==> images/registers.png <==
Drawn at 4 px/um.
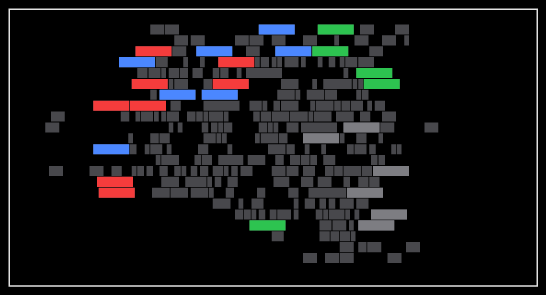
==> images/final_congestion.png <==
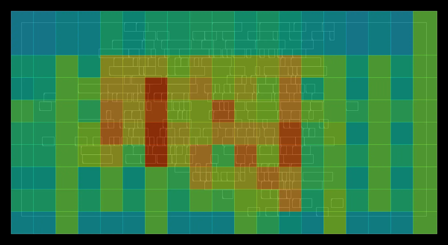
==> config.mk <==
export PLATFORM = sky130hd
export DESIGN_NAME = podium_sequencer
export DESIGN_NICKNAME = d
export VERILOG_FILES = /design/src/rtl/podium_sequencer.sv
export SDC_FILE = /design/constraint.sdc
export NUM_CORES = 1
export LEC_CHECK = 0
export CORE_ASPECT_RATIO = 0.5
export CORE_MARGIN = 3
export CORE_UTILIZATION = 25
export DETAILED_ROUTE_END_ITERATION = 10
export RECOVER_POWER = 25
export SKIP_LAST_GASP = 1
export SYNTH_ARGS = -nofsm -noshare
export SYNTH_HDL_FRONTEND = slang
export SYNTH_SLANG_ARGS = --single-unit
==> constraint.sdc <==
create_clock -name clk_i -period 9.5 [get_ports clk_i]
set_clock_uncertainty 0.2 [all_clocks]
set_input_delay 1.9 -clock clk_i [delete_from_list [all_inputs] [get_ports clk_i]]
set_output_delay 1.9 -clock clk_i [all_outputs]
set_load 0.01 [all_outputs]
==> results_slide.txt <==
Key Metrics from the Run

Drt
  • Final WL: 4.71 mm
  • DR vias/cell: 4.84
  • Vias: 1728
  • Iteration-0 DRC count of the detailed router: 93

Synthesis
  • Post-synth area hogs: dfrtp_1, ha_1, nand2_1, nor2_1, o21ai_0
  • Post-synth top area cell: dfrtp_1
  • Cell Type Count: 56
  • Dominant cell area share: 0.330
  • Seq/Total Area, Yosys: 0.330
  • Yosys chip area: 0.00197 sq mm
  • Post-synth regs: 26
  • Ys async rst share: 1.00
  • Post-synthesis cell area: 0.00197 sq mm

Final layout
  • Diode count: 0
  • Top cells excl fill/tap: clkdlybuf4s50_1, dfrtp_1, nand2_1
  • Logic cell area: 0.00121 sq mm
  • Fill count: 775
  • Share of post-route cells with drive strength above 1: 0.0884
  • Area Overhead vs Synth: 24.4%
  • Max FFs per register: 8

Die
  • Num ports: 30
  • Height of the die: 68.8 um

Worst setup path
  • CP Capture Type: flip-flop
  • CP max stage delay: 0.50 ns

Clock network
  • Post-CTS setup buffers: 0
  • Post_cts resized: 0
  • Max Buffers Root-to-Sink: 2

STA
  • Max Freq: 114 MHz
  • Slew HR: 0.321
  • Final period util: 0.926
  • Final hold violation count: 0
  • RSZ-0062 raised after global routing: false
  • Worst-margin pin slew: 1.02 ns
  • Final setup violation count: 0

Pwr
  • Seq pwr share: 0.337
  • Pwr top: combinational cells
  • Pwr dens: 195 mW/mm^2
  • Max VDD drop: 63.9 uV
  • Combinational Power: 223 uW

Place
  • Dpl cell area: 0.00238 sq mm
  • Hpwl dp: 3.69 mm

Worst hold path
  • Worst hold path class: flip-flop to flip-flop

Job
  • Max-cap violation count: 0
  • Tool warning count: 36

GRT
  • First-pass GRT wire length: 8.09 mm

Run status
  • Status: finished, final reports clean
-- registers.png (at the start) --
red -> imap_o  # placed flops 8
blue -> word_q  # placed flops 7
green -> rank_o  # placed flops 5
not colored = 6
sequential power: 161 uW
sequential portion of the cell area: 0.265
Finished Core Util: 0.328
Flop area: 651 sq um

-- final_congestion.png (at the start) --
Wirelength per Cell: 13.2 um
met1 Usage GRT: 0.140
Most Used Layer, Global Route: met2
GRT Resource Usage Total: 0.108
M2 GR Usage: 0.196

==> logic make-up after synthesis <==
logic type                 after synthesis  share of synthesized area
and+or+nand+nor                         78                      0.207
xor gates and xnor gates                 5                     0.0222
buffers and inverters                   25                     0.0590
adders and majority gates               17                      0.112
AOI/OAI and AO/OA                       66                      0.249
DFF                                     26                      0.330
muxes                                    4                     0.0203
==> synthesized netlist by cell type, types with 3 or more instances <==
cell / number
nand2_1: 23
nand2b_1: 3
o31ai_1: 5
a31oi_1: 8
dfrtp_1: 26
ha_1: 16
clkbuf_1: 3
a211oi_1: 3
o21ai_0: 13
nor2_1: 21
nor2b_1: 4
o211ai_1: 4
xnor2_1: 4
nand3_1: 4
nor3_1: 3
a21oi_1: 9
buf_4: 4
mux2i_1: 4
inv_1: 17
==> metal layers <==
metal	share of wire	vias to the layer above	GRT usage
met5	0	-	0
met4	0.0064	0	0.0183
met3	0.020	5	0.0196
met2	0.47	23	0.196
met1	0.50	844	0.140
li1	-	856	-
==> metrics by stage <==
step	instances	util	power, mW	worst slack [ns]
floorplan	221	-	0.294	1.65
global placement	354	0.318	0.385	0.712
detailed placement	354	0.318	0.386	0.542
CTS	357	0.328	0.480	0.757
global route	357	0.328	0.515	0.00458
finish	357	0.328	0.478	0.705
==> final cells by class <==
| class | count | area share |
|---|---|---|
| Timing Repair Buffer | 33 | 0.131 |
| Multi-Input combinational cell | 170 | 0.493 |
| Sequential cell | 26 | 0.265 |
| Tap cell | 108 | 0.0551 |
| Inverter | 17 | 0.0260 |
| Clock buffer | 3 | 0.0306 |
==> critical path: cells and delay by family <==
kind	cells	cell delay [ns]
compound gates	11	2.20
fa+ha+maj	4	1.13
buf+inv	3	0.69
mux	2	0.33
simple gates	11	2.49
Power figures rest on the tool's default switching activity, not on a simulated workload.
